Fig. 1: run 1, sequential cells grouped by signal name
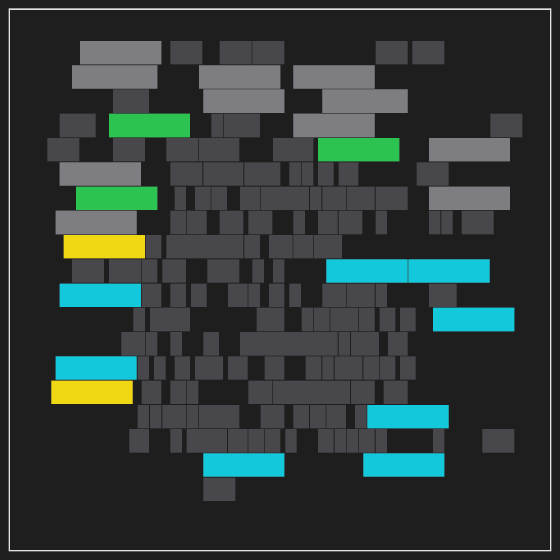
Fig. 2: run 1, placed cells, one color a class
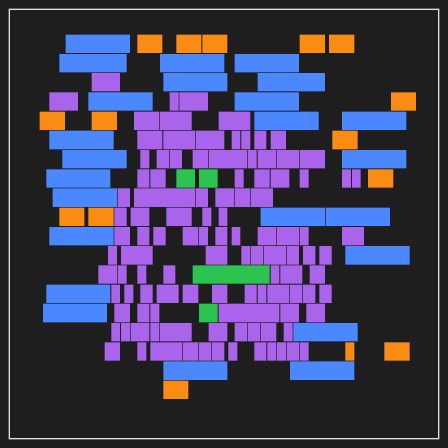
Fig. 3: run 1, routing congestion map
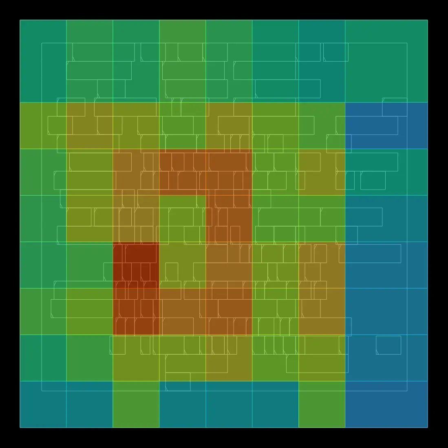
Fig. 4: run 1, cell sizes after repair
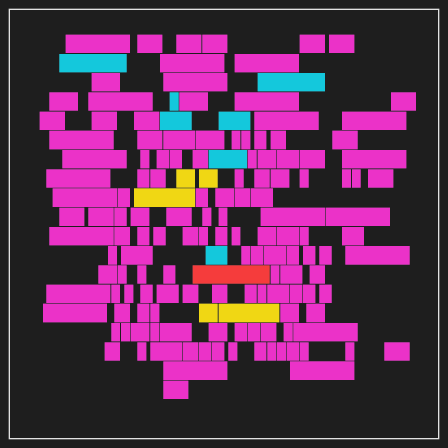
File: src/rtl/dec_scan_seq_if.sv
// Control and decoder-drive signals of the dual 2-to-4 decoder scan sequencer.
interface dec_scan_seq_if;
  logic i_start;
  logic i_stop;
  logic i_mode;
  logic i_repeat;
  logic o_g1;
  logic o_g2;
  logic o_a1;
  logic o_b1;
  logic o_a2;
  logic o_b2;
  logic o_busy;
  logic o_step;
  logic o_done;

  modport master (
    output i_start, i_stop, i_mode, i_repeat,
    input  o_g1, o_g2, o_a1, o_b1, o_a2, o_b2, o_busy, o_step, o_done
  );

  modport slave (
    input  i_start, i_stop, i_mode, i_repeat,
    output o_g1, o_g2, o_a1, o_b1, o_a2, o_b2, o_busy, o_step, o_done
  );
endinterface

File: src/rtl/dec_scan_seq.sv
// Scans the codes of a dual 2-to-4 decoder (sequential or parallel halves), DWELL drive + BLANK gap cycles per code.
// Outputs are registered: a start sampled at one edge drives code 0 after that edge; no backpressure, stop aborts at the next edge.
module dec_scan_seq #(
  parameter int DWELL = 4,
  parameter int BLANK = 1
) (
  input  logic          clk,
  input  logic          rst_n,
  dec_scan_seq_if.slave bus
);

  typedef enum logic [1:0] {IDLE, DRIVE, GAP} state_t;

  localparam logic [7:0] DWELL_LD = 8'(DWELL - 1);
  localparam logic [7:0] GAP_LD   = (BLANK > 0) ? 8'(BLANK - 1) : 8'd0;

  state_t     r_state, w_state;
  logic [2:0] r_idx,   w_idx;
  logic [7:0] r_cnt,   w_cnt;
  logic       r_mode,  w_mode;
  logic       r_rpt,   w_rpt;
  logic       r_g1,    w_g1;
  logic       r_g2,    w_g2;
  logic       r_a1,    w_a1;
  logic       r_b1,    w_b1;
  logic       r_a2,    w_a2;
  logic       r_b2,    w_b2;
  logic       r_busy,  w_busy;
  logic       r_step,  w_step;
  logic       r_done,  w_done;
  logic       w_adv;
  logic [2:0] w_last;

  assign w_last = r_mode ? 3'd3 : 3'd7;

  always_comb begin
    w_state = r_state;
    w_idx   = r_idx;
    w_cnt   = r_cnt;
    w_mode  = r_mode;
    w_rpt   = r_rpt;
    w_g1    = 1'b1;
    w_g2    = 1'b1;
    w_a1    = r_a1;
    w_b1    = r_b1;
    w_a2    = r_a2;
    w_b2    = r_b2;
    w_step  = 1'b0;
    w_done  = 1'b0;
    w_adv   = 1'b0;

    case (r_state)
      IDLE: begin
        // start together with stop is treated as no request
        if (bus.i_start && !bus.i_stop) begin
          w_state = DRIVE;
          w_idx   = 3'd0;
          w_cnt   = DWELL_LD;
          w_mode  = bus.i_mode;
          w_rpt   = bus.i_repeat;
          w_step  = 1'b1;
        end
      end
      DRIVE: begin
        if (bus.i_stop) begin
          w_state = IDLE;
        end else if (r_cnt != 8'd0) begin
          w_cnt = r_cnt - 8'd1;
        end else if (BLANK > 0) begin
          w_state = GAP;
          w_cnt   = GAP_LD;
        end else begin
          w_adv = 1'b1;
        end
      end
      GAP: begin
        if (bus.i_stop) begin
          w_state = IDLE;
        end else if (r_cnt != 8'd0) begin
          w_cnt = r_cnt - 8'd1;
        end else begin
          w_adv = 1'b1;
        end
      end
      default: w_state = IDLE;
    endcase

    if (w_adv) begin
      if (r_idx != w_last) begin
        w_state = DRIVE;
        w_idx   = r_idx + 3'd1;
        w_cnt   = DWELL_LD;
        w_step  = 1'b1;
      end else if (r_rpt) begin
        w_state = DRIVE;
        w_idx   = 3'd0;
        w_cnt   = DWELL_LD;
        w_step  = 1'b1;
      end else begin
        w_state = IDLE;
        w_done  = 1'b1;
      end
    end

    // Only the half being driven updates its selects; the other keeps its last code
    if (w_state == DRIVE) begin
      if (w_mode) begin
        w_g1         = 1'b0;
        w_g2         = 1'b0;
        {w_b1, w_a1} = w_idx[1:0];
        {w_b2, w_a2} = w_idx[1:0];
      end else if (!w_idx[2]) begin
        w_g1         = 1'b0;
        {w_b1, w_a1} = w_idx[1:0];
      end else begin
        w_g2         = 1'b0;
        {w_b2, w_a2} = w_idx[1:0];
      end
    end

    w_busy = (w_state != IDLE);
  end

  always_ff @(posedge clk or negedge rst_n) begin
    if (!rst_n) begin
      r_state <= IDLE;
      r_idx   <= 3'd0;
      r_cnt   <= 8'd0;
      r_mode  <= 1'b0;
      r_rpt   <= 1'b0;
      r_g1    <= 1'b1;
      r_g2    <= 1'b1;
      r_a1    <= 1'b0;
      r_b1    <= 1'b0;
      r_a2    <= 1'b0;
      r_b2    <= 1'b0;
      r_busy  <= 1'b0;
      r_step  <= 1'b0;
      r_done  <= 1'b0;
    end else begin
      r_state <= w_state;
      r_idx   <= w_idx;
      r_cnt   <= w_cnt;
      r_mode  <= w_mode;
      r_rpt   <= w_rpt;
      r_g1    <= w_g1;
      r_g2    <= w_g2;
      r_a1    <= w_a1;
      r_b1    <= w_b1;
      r_a2    <= w_a2;
      r_b2    <= w_b2;
      r_busy  <= w_busy;
      r_step  <= w_step;
      r_done  <= w_done;
    end
  end

  assign bus.o_g1   = r_g1;
  assign bus.o_g2   = r_g2;
  assign bus.o_a1   = r_a1;
  assign bus.o_b1   = r_b1;
  assign bus.o_a2   = r_a2;
  assign bus.o_b2   = r_b2;
  assign bus.o_busy = r_busy;
  assign bus.o_step = r_step;
  assign bus.o_done = r_done;

endmodule

File: src/flat_wrapper.sv
// flat-port wrapper written by rule: the top's interface ports become plain ports
module dec_scan_seq_flat 
#(
  parameter int DWELL = 4,
  parameter int BLANK = 1
)
  (clk, rst_n, bus_i_start, bus_i_stop, bus_i_mode, bus_i_repeat, bus_o_g1, bus_o_g2, bus_o_a1, bus_o_b1, bus_o_a2, bus_o_b2, bus_o_busy, bus_o_step, bus_o_done);
  dec_scan_seq_if bus_i ();
  input  logic clk;
  input  logic rst_n;
  input wire logic [$bits(bus_i.i_start)-1:0] bus_i_start;
  input wire logic [$bits(bus_i.i_stop)-1:0] bus_i_stop;
  input wire logic [$bits(bus_i.i_mode)-1:0] bus_i_mode;
  input wire logic [$bits(bus_i.i_repeat)-1:0] bus_i_repeat;
  output wire logic [$bits(bus_i.o_g1)-1:0] bus_o_g1;
  output wire logic [$bits(bus_i.o_g2)-1:0] bus_o_g2;
  output wire logic [$bits(bus_i.o_a1)-1:0] bus_o_a1;
  output wire logic [$bits(bus_i.o_b1)-1:0] bus_o_b1;
  output wire logic [$bits(bus_i.o_a2)-1:0] bus_o_a2;
  output wire logic [$bits(bus_i.o_b2)-1:0] bus_o_b2;
  output wire logic [$bits(bus_i.o_busy)-1:0] bus_o_busy;
  output wire logic [$bits(bus_i.o_step)-1:0] bus_o_step;
  output wire logic [$bits(bus_i.o_done)-1:0] bus_o_done;
  assign bus_i.i_start = bus_i_start;
  assign bus_i.i_stop = bus_i_stop;
  assign bus_i.i_mode = bus_i_mode;
  assign bus_i.i_repeat = bus_i_repeat;
  assign bus_o_g1 = bus_i.o_g1;
  assign bus_o_g2 = bus_i.o_g2;
  assign bus_o_a1 = bus_i.o_a1;
  assign bus_o_b1 = bus_i.o_b1;
  assign bus_o_a2 = bus_i.o_a2;
  assign bus_o_b2 = bus_i.o_b2;
  assign bus_o_busy = bus_i.o_busy;
  assign bus_o_step = bus_i.o_step;
  assign bus_o_done = bus_i.o_done;
  dec_scan_seq #(.DWELL(DWELL), .BLANK(BLANK)) u_core (.clk(clk), .rst_n(rst_n), .bus(bus_i));
endmodule
File: config.mk
export PLATFORM = sky130hd
export DESIGN_NAME = dec_scan_seq_flat
export DESIGN_NICKNAME = d
export VERILOG_FILES = /design/src/rtl/dec_scan_seq_if.sv /design/src/rtl/dec_scan_seq.sv /design/src/flat_wrapper.sv
export SDC_FILE = /design/constraint.sdc
export NUM_CORES = 1
export LEC_CHECK = 0
export CAP_MARGIN = 40
export CORE_MARGIN = 3
export CORE_UTILIZATION = 45
export DETAILED_ROUTE_END_ITERATION = 12
export PLACE_DENSITY = 0.65
export RECOVER_POWER = 25
export SLEW_MARGIN = 20
export SYNTH_ARGS = -nofsm -noshare
export SYNTH_HDL_FRONTEND = slang
export SYNTH_SLANG_ARGS = --single-unit
File: constraint.sdc
create_clock -name clk -period 5.2 [get_ports clk]
set_clock_uncertainty 0.2 [all_clocks]
set_input_delay 0.78 -clock clk [delete_from_list [all_inputs] [get_ports clk]]
set_output_delay 0.78 -clock clk [all_outputs]
set_load 0.02 [all_outputs]
==> results_slide.txt, run 1 <==
Run Summary

Critical path
  • Worst setup path start: bus_i_stop
  • Capture point of the critical path: u_core.bus.o_a2
  • Slowest-stage cell, CP: clkdlybuf4s50_1
  • Crit-path leading delay family: buffers and inverters

Pwr
  • NetSw: 169 uW
  • Combinational share of power: 28.0%
  • Pleak: 0.000699 uW

Clock network
  • # hold bufs at CTS: 0
  • TritonCTS clock tree: built
  • H-tree levels: 1
  • Clock slew at reported path FFs: 0.13 ns
  • TritonCTS buffer count: 3

Cells and area
  • # diodes: 0

Route
  • Wire per inst: 14.7 um
  • DR DRC count: 0

Floorplan
  • Fp_density: 47.7%
  • Core area: 0.00281 mm^2

Status
  • Status: complete, no violations

STA
  • RSZ-0062 raised after global routing: no

Place
  • Final GP Congestion: 0.882

Global route
  • Initial antenna violation count: 0
About Fig. 1:
| color | signal | flops |
|---|---|---|
| green | `u_core.r_idx` | 3 |
| yellow | `u_core.r_state` | 2 |
| cyan | `u_core.r_cnt` | 8 |
not colored: 11

About Fig. 2:
| color | class | cells | share of their area |
|---|---|---|---|
| orange | other buffers and delay cells | 15 | 9.5% |
| purple | combinational and other logic | 109 | 47% |
| blue | flops | 24 | 40% |
| green | clock drivers and dummy loads | 4 | 3.5% |
Final Cell Area: 0.00156 mm^2
flop share of the area: 38.7%

About Fig. 3:
utilization after layout: 55.5%
met2 usage: 22.7%

About Fig. 4:
| color | size | cells | share |
|---|---|---|---|
| cyan | _2 cells | 7 | 4.6% |
| yellow | _3 and _4 cells | 5 | 3.3% |
| magenta | _0 and _1 cells | 139 | 91% |
| red | _6 and larger | 1 | 0.66% |

==> run 1: layer usage <==
metal / track usage [%] / part of all wire (%)
met4: 5.57 / 1.7
met2: 22.7 / 42
met1: 26.5 / 50
met3: 3.40 / 6.8
met5: 0 / 0
==> run 1: cells in the final DEF (no fill, tap or decap), types with 2 or more instances in the layout <==
master	instances
a21oi_1	10
and2_1	2
clkbuf_4	3
clkdlybuf4s50_1	13
dfrtp_1	22
dfstp_2	2
ha_1	4
inv_1	9
mux2_1	4
mux2i_1	2
nand2_1	17
nand2b_1	3
nand3_1	2
nand3b_1	2
nor2_1	5
nor2b_1	3
nor3_1	5
nor3b_1	3
nor4b_4	2
o2111ai_1	2
o211ai_1	2
o21ai_0	8
o21ai_1	2
o22ai_2	2
or3_1	3
==> run 1: worst reg2reg max path, delay by kind of cell (launching register included) <==
family	cells	cell delay, ns
AOI/OAI and AO/OA	3	0.28
adders and majority gates	2	0.48
buffers and inverters	2	0.27
DFF	1	0.41
and+or+nand+nor	3	0.93
==> run 1: logic make-up (layout without fill, tap and decap cells) <==
kind of cell               count (synthesis)  after routing  synth area share (%)
and+or+nand+nor                           50             50                  22.0
AOI/OAI and AO/OA                         38             38                  19.7
DFF                                       24             24                  45.0
buffers and inverters                     14             29                  4.02
muxes                                      6              6                  4.86
adders and majority gates                  4              4                  3.74
xor gates and xnor gates                   1              1                 0.654
==> run 1: synth_stat cells (all sizes together) (2+ instances only) <==
master,count,area [um^2]
nor2b,3,18.8
o2111ai,2,17.5
inv,10,37.5
o211ai,2,15.0
o22ai,3,31.3
nor3b,3,22.5
a21oi,10,50.1
mux2,4,45.0
or3,3,18.8
nand3,2,10.0
and2,2,12.5
clkbuf,3,11.3
nor3,5,25.0
ha,4,50.1
nand2b,3,18.8
nand2,17,63.8
dfstp,2,52.6
dfrtp,22,551
mux2i,2,20.0
o21ai,10,50.1
nor4b,2,47.6
nand3b,2,15.0
nor2,5,18.8
==> run 1: final cells by class <==
type	instances	area, um^2	share of cell area, %
timing repair buffer	15	144	9.24
inverter	10	37.5	2.41
tap	31	38.8	2.49
sequential	24	603	38.7
clock buffer	3	22.5	1.45
clock inverter	1	30.0	1.93
multi-input combinational	99	682	43.8
==> run 1: power groups by stage <==
stage	logic (uW)	registers [uW]	clock network (uW)
after floorplan	108	238	0
after global placement	145	244	0
after detailed placement	145	244	0
after CTS	146	241	140
after global routing	166	245	146
final	145	241	134
==> run 1: registers in the layout, summed over array words and instances, names as in the netlist <==
signal             cells
u_core.r_idx           3
u_core.r_rpt           1
u_core.bus.o_busy      1
u_core.bus.o_done      1
u_core.r_cnt           8
u_core.bus.o_step      1
u_core.bus.o_a2        1
u_core.bus.o_b1        1
u_core.bus.o_g1        1
u_core.r_state         2
u_core.bus.o_a1        1
u_core.r_mode          1
u_core.bus.o_b2        1
u_core.bus.o_g2        1
==> run 1: metrics by stage <==
step | hold WS, ns | setup WS [ns] | area (um^2)
2_1_floorplan | 0.237 | 2.80 | 1340
3_3_place_gp | 0.268 | 1.90 | 1500
3_5_place_dp | 0.283 | 1.78 | 1520
4_1_cts | 0.317 | 2.13 | 1570
5_1_grt | 0.332 | 1.96 | 1560
6_report | 0.305 | 2.10 | 1560
Fig. 5: run 1, cell area per tile
The die is cut into 6 by 6 equal tiles; black is low, pale yellow is high, 0 to 100% covered.
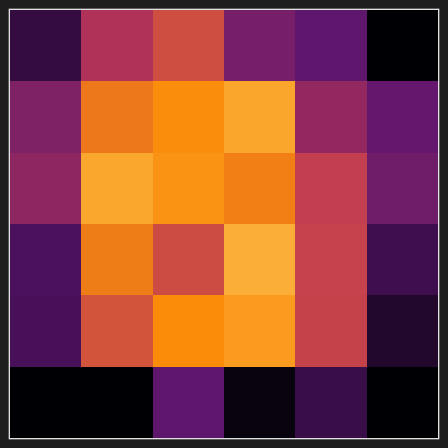

## Run 2: what changed since run 1
Settings changed: PLACE_DENSITY 0.65 to 0.68.
Clock period 5.2 ns to 2.7 ns, I/O delays scaled along.
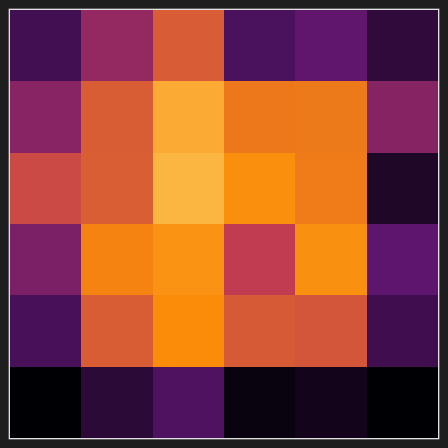
Fig. 6. Cell area per tile (run 2).
The die is cut into 6 by 6 equal tiles; black is low, pale yellow is high, 0 to 100% covered.
emptiest ninth of the die: south-east
tiles over 75% full: 14%
mean over tiles: 43%
utilization after layout: 57.9%
core area: 0.00281 mm^2
fp_density: 47.7%

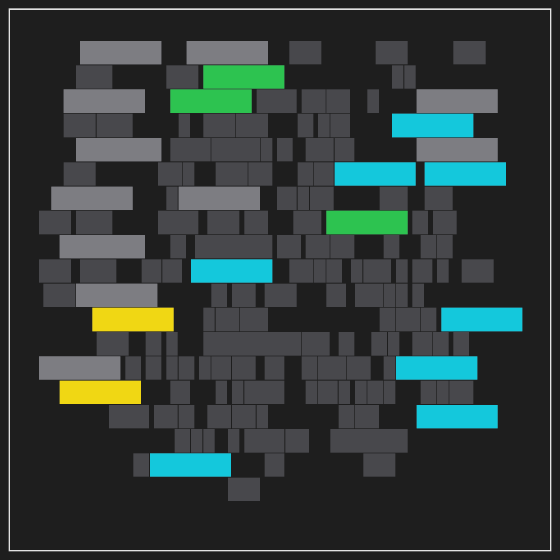
Fig. 7. Sequential cells grouped by signal name (run 2).
| color | signal | flops |
|---|---|---|
| yellow | `u_core.r_state` | 2 |
| green | `u_core.r_idx` | 3 |
| cyan | `u_core.r_cnt` | 8 |
not colored: 11

==> results_slide.txt, run 2 <==
Run Summary

Status
  • Status: complete, no violations (unchanged)

Pwr
  • NetSw: 346 uW (was 169 uW)
  • Pleak: 0.000744 uW (was 0.000699 uW)
  • Combinational share of power: 29.5% (was 28.0%)
  • Switching share of power: 33.2% (was 32.5%)

Global route
  • Pin count of the biggest net entering global routing: 15 (was 17)

Route
  • DR DRC count: 0 (unchanged)
  • Wire per inst: 16.1 um (was 14.7 um)

Critical path
  • Worst setup path start: u_core.r_cnt[0] (was bus_i_stop)

STA
  • Minimum clock period: 2.52 ns
  • Hold slack: 0.282 ns (was 0.305 ns)
  • RSZ-0062 raised after global routing: no (unchanged)
  • Final Worst Setup Slack: 0.178 ns (was 2.10 ns)

Logic synthesis
  • Top-count cell post-synth: dfrtp_1 (unchanged)
  • Post-synth area hogs: dfrtp_1 (41%), nand2_1 (4.8%), dfstp_2 (3.9%) (unchanged)
  • Dominant cell area share: 41.1% (unchanged)
  • Commonest cells in the netlist: dfrtp_1 (22), nand2_1 (17), a21oi_1 (10), inv_1 (9), o21ai_0 (8) (unchanged)
  • Yosys top cell by area: dfrtp_1 (unchanged)

Place
  • Pre-CTS WS: 0.0104 ns (was 1.78 ns)
  • Final HPWL from detailed placement: 2360 um (was 2080 um)
  • Final GP Congestion: 0.936 (was 0.882)

Clock network
  • H-tree levels: 1 (unchanged)
  • TritonCTS clock tree: built (unchanged)
  • # hold bufs at CTS: 0 (unchanged)

Cells and area
  • Most frequent logic cell in the layout: dfrtp_1 (unchanged)
  • # diodes: 0 (unchanged)
  • Number of flip-flops in the largest register: 8 (unchanged)
  • Top Layout Cells: dfrtp_1 (22), nand2_1 (17), clkdlybuf4s50_1 (13) (unchanged)
  • Reg with most FFs: u_core.r_cnt (unchanged)
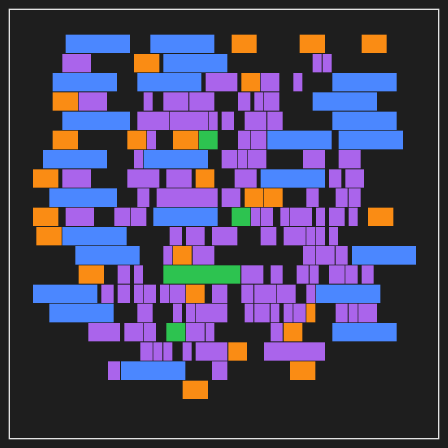
Fig. 8. Placed cells, one color a class (run 2).
| color | class | cells | share of their area |
|---|---|---|---|
| blue | flops | 24 | 38% |
| purple | combinational and other logic | 109 | 45% |
| orange | other buffers and delay cells | 24 | 13% |
| green | clock drivers and dummy loads | 4 | 3.3% |

run 2: cell counts after synthesis:
Identical to the previous run, type by type.
run 2: logic make-up (layout without fill, tap and decap cells):
group	after synthesis	count (layout)	share of synthesized area, %
adder cells (fa/ha/maj)	4	4	3.74
multiplexers	6	6	4.86
flip-flops	24	24	45.0
XOR/XNOR	1	1	0.654
AND-OR/OR-AND	38	38	19.7
buffers and inverters	14	38	4.02
AND/OR/NAND/NOR	50	50	22.0
run 2: metrics by stage:
| step | cell area [um^2] | total power (uW) |
|---|---|---|
| floorplan | 1340 | 666 |
| global placement | 1580 | 771 |
| detailed placement | 1580 | 778 |
| CTS | 1630 | 1040 |
| global route | 1630 | 1100 |
| finish | 1630 | 1040 |
run 2: critical path, stage by stage (launching register included):
cell	delay (ns)
dfrtp_1	0.41
inv_1	0.16
ha_1	0.19
nor4b_4	0.30
and2_1	0.21
inv_1	0.08
ha_1	0.29
or3_1	0.29
o21ai_0	0.10
a21oi_1	0.10
o211ai_1	0.11
run 2: path summary, 6_finish.rpt:
| check | to | slack (ns) |
|---|---|---|
| setup / recovery | u_core.r_cnt[0] | 0.18 |
| hold / removal | u_core.r_state[1] | 0.28 |
| setup reg to reg | u_core.r_cnt[0] | 0.18 |
| hold reg to reg | u_core.r_rpt | 0.30 |
| max in group asynchronous | u_core.r_rpt | 0.99 |
| min in group clk | u_core.r_rpt | 0.30 |
run 2: power by group through the flow:
| stage | logic [uW] | clock network (uW) | registers [uW] |
|---|---|---|---|
| after CTS | 309 | 269 | 465 |
| after floorplan | 208 | 0 | 458 |
| after detailed placement | 306 | 0 | 472 |
| final | 308 | 269 | 465 |
| after global placement | 300 | 0 | 470 |
| after global routing | 344 | 286 | 472 |
run 2: cell type report:
cell class	count	area, um^2
Clock buffer	3	22.5
Clock inverter	1	30.0
Fill cell	267	1180
Inverter	10	37.5
Multi-Input combinational cell	99	682
Sequential cell	24	603
Tap cell	31	38.8
Timing Repair Buffer	24	211
run 2: metal layers:
layer | global-route usage [%] | wire length (um)
met3 | 3.40 | 114
met4 | 7.74 | 44
met5 | 0 | 0
met2 | 27.2 | 1440
met1 | 26.2 | 1500
Fig. 9: run 2, cell sizes after repair
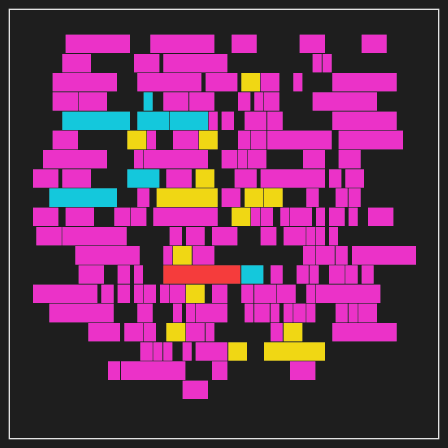

## Run 3: what changed since run 2
Settings changed: PLACE_DENSITY 0.68 to 0.75.
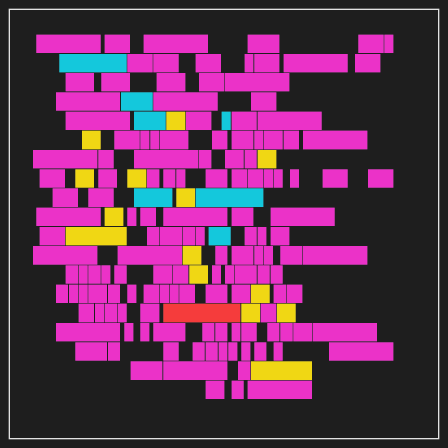
Fig. 10. Cell sizes after repair (run 3).
| color | size | cells | share |
|---|---|---|---|
| magenta | _0 and _1 cells | 139 | 86% |
| red | _6 and larger | 1 | 0.62% |
| cyan | _2 cells | 7 | 4.3% |
| yellow | _3 and _4 cells | 14 | 8.7% |

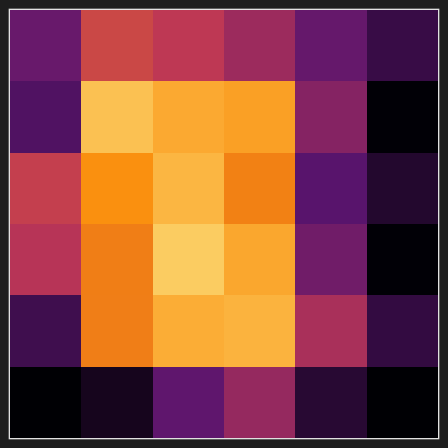
Fig. 11. Cell area per tile (run 3).
The die is cut into 6 by 6 equal tiles; black is low, pale yellow is high, 0 to 100% covered.
tiles over 75% full: 25%
fullest tile: 89%
nearly empty tiles: 11%

==> results_slide.txt, run 3 <==
Run Summary

Status
  • Status: complete, no violations (unchanged)

Place
  • Final HPWL from detailed placement: 2200 um (was 2360 um)
  • Pre-CTS WS: 0.0749 ns (was 0.0104 ns)
  • Final GP Congestion: 0.943 (was 0.936)

Global route
  • Met1 Usage GRT: 25.7% (was 26.2%)
  • GR peak layer: met2 (unchanged)
  • Pin count of the biggest net entering global routing: 25 (was 15)
  • Met2 usage: 28.4% (was 27.2%)
  • GR Util met3: 1.91% (was 3.40%)
  • First-pass GRT wire length: 4930 um (was 5040 um)
  • Initial antenna violation count: 0 (unchanged)

Cells and area
  • Largest regs: u_core.r_cnt: 8 flops, u_core.r_idx: 3 flops, u_core.r_state: 2 flops (unchanged)
  • FF/Latch Area: 603 um^2 (unchanged)
  • Top Layout Cells: dfrtp_1 (22), nand2_1 (17), clkdlybuf4s50_1 (13) (unchanged)
  • Utilization after layout: 57.9% (unchanged)
  • Layout fillers: 256 (was 267)
  • Reg with most FFs: u_core.r_cnt (unchanged)
  • Logic area: 682 um^2 (unchanged)
  • Most frequent logic cell in the layout: dfrtp_1 (unchanged)
  • # diodes: 0 (unchanged)
  • Number of flip-flops in the largest register: 8 (unchanged)

Logic synthesis
  • Top-count cell post-synth: dfrtp_1 (unchanged)
  • Dominant cell area share: 41.1% (unchanged)
  • Yosys top cell by area: dfrtp_1 (unchanged)
  • Commonest cells in the netlist: dfrtp_1 (22), nand2_1 (17), a21oi_1 (10), inv_1 (9), o21ai_0 (8) (unchanged)
  • Post-synth area hogs: dfrtp_1 (41%), nand2_1 (4.8%), dfstp_2 (3.9%) (unchanged)

Floorplan
  • Core area: 0.00281 mm^2 (unchanged)
  • Fp_density: 47.7% (unchanged)

Critical path
  • Worst Path Buf+Inv: 2 (unchanged)
  • Crit-path leading delay family: simple AND/OR/NAND/NOR gates (unchanged)
  • CP cell instances: inv_1 -> ha_1 -> nor4b_4 -> and2_1 -> inv_1 -> ha_1 -> or3_1 -> o21ai_0 -> a21oi_1 -> o211ai_1 (unchanged)
  • Slowest-stage cell, CP: dfrtp_1 (unchanged)
  • Worst setup path start: u_core.r_cnt[0] (unchanged)
  • CP peak stage delay: 0.42 ns (was 0.41 ns)

Route
  • Total Wirelength: 2920 um (was 3100 um)
  • Wire per inst: 15.2 um (was 16.1 um)
  • DR DRC count: 0 (unchanged)

Pwr
  • Pleak: 0.000744 uW (about the same)

Clock network
  • H-tree levels: 1 (unchanged)
  • TritonCTS buffer count: 3 (unchanged)
  • TritonCTS clock tree: built (unchanged)
  • Clock slew at reported path FFs: 0.15 ns (was 0.14 ns)
  • # hold bufs at CTS: 0 (unchanged)

STA
  • Minimum clock period: 2.54 ns (was 2.52 ns)
  • RSZ-0062 raised after global routing: no (unchanged)
  • Period utilization: 94.2% (was 93.4%)
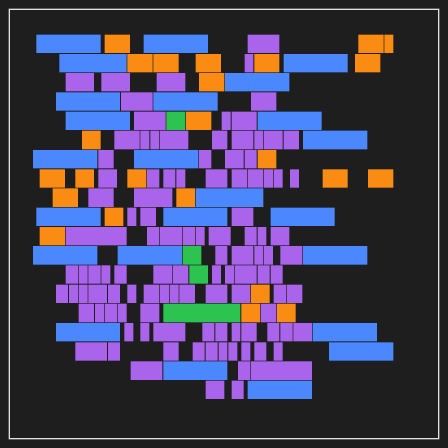
Fig. 12. Placed cells, one color a class (run 3).
| color | class | cells | share of their area |
|---|---|---|---|
| purple | combinational and other logic | 109 | 45% |
| green | clock drivers and dummy loads | 4 | 3.3% |
| orange | other buffers and delay cells | 24 | 13% |
| blue | flops | 24 | 38% |
flop share of the area: 37.1%
Final Cell Area: 0.00163 mm^2
row count: 19

## run 3: cell counts after synthesis
No cell type changed its count.
## run 3: cells by family (layout without fill, tap and decap cells)
family          Yosys count  after routing  synth area share (%)
mux                       6              6                  4.86
simple gates             50             50                  22.0
flops                    24             24                  45.0
fa+ha+maj                 4              4                  3.74
compound gates           38             38                  19.7
xor+xnor                  1              1                 0.654
buf+inv                  14             38                  4.02
## run 3: path summary, 6_finish.rpt
check	to	depth (start not counted)	slack (ns)
setup / recovery	u_core.r_cnt[0]	10	0.16
hold / removal	u_core.r_rpt	2	0.30
setup reg to reg	u_core.r_cnt[0]	10	0.16
hold reg to reg	u_core.r_rpt	2	0.30
max in group asynchronous	u_core.r_state[1]	2	0.89
min in group asynchronous	u_core.bus.o_step	2	0.66
## run 3: final cells by class
| cell class | instances | share of cell area (%) |
|---|---|---|
| clock buffers | 3 | 1.39 |
| clock inverters | 1 | 1.85 |
| inverters | 10 | 2.31 |
| multi-input cells | 99 | 42.0 |
| flip-flops and latches | 24 | 37.1 |
| well taps | 31 | 2.39 |
| repair buffers | 24 | 13.0 |
## run 3: per-stage QoR
step	hold slack, ns	area (um^2)	cells	power, uW
after floorplan	-0.0906	1340	137	666
after global placement	0.264	1580	188	765
after detailed placement	0.268	1580	188	775
after CTS	0.223	1630	192	1040
after global routing	0.321	1630	192	1110
final	0.305	1630	192	1040
## run 3: worst min-delay path, stage by stage, from the launching register on
cell,delay (ns)
dfrtp_1,0.38
nand2_1,0.05
nand2_1,0.06
## run 3: metal layers
metal	wire (um)	up-vias	part of all wire [%]
li1	-	547	-
met5	0	-	0
met4	55	0	1.9
met2	1320	44	45
met1	1380	534	47
met3	169	8	5.8
## run 3: power breakdown
group | total [uW] | switching (uW) | internal (uW)
clock network | 269 | 119 | 150
registers | 464 | 55.8 | 408
logic | 310 | 172 | 139
Power is estimated from default activity; no workload was simulated.
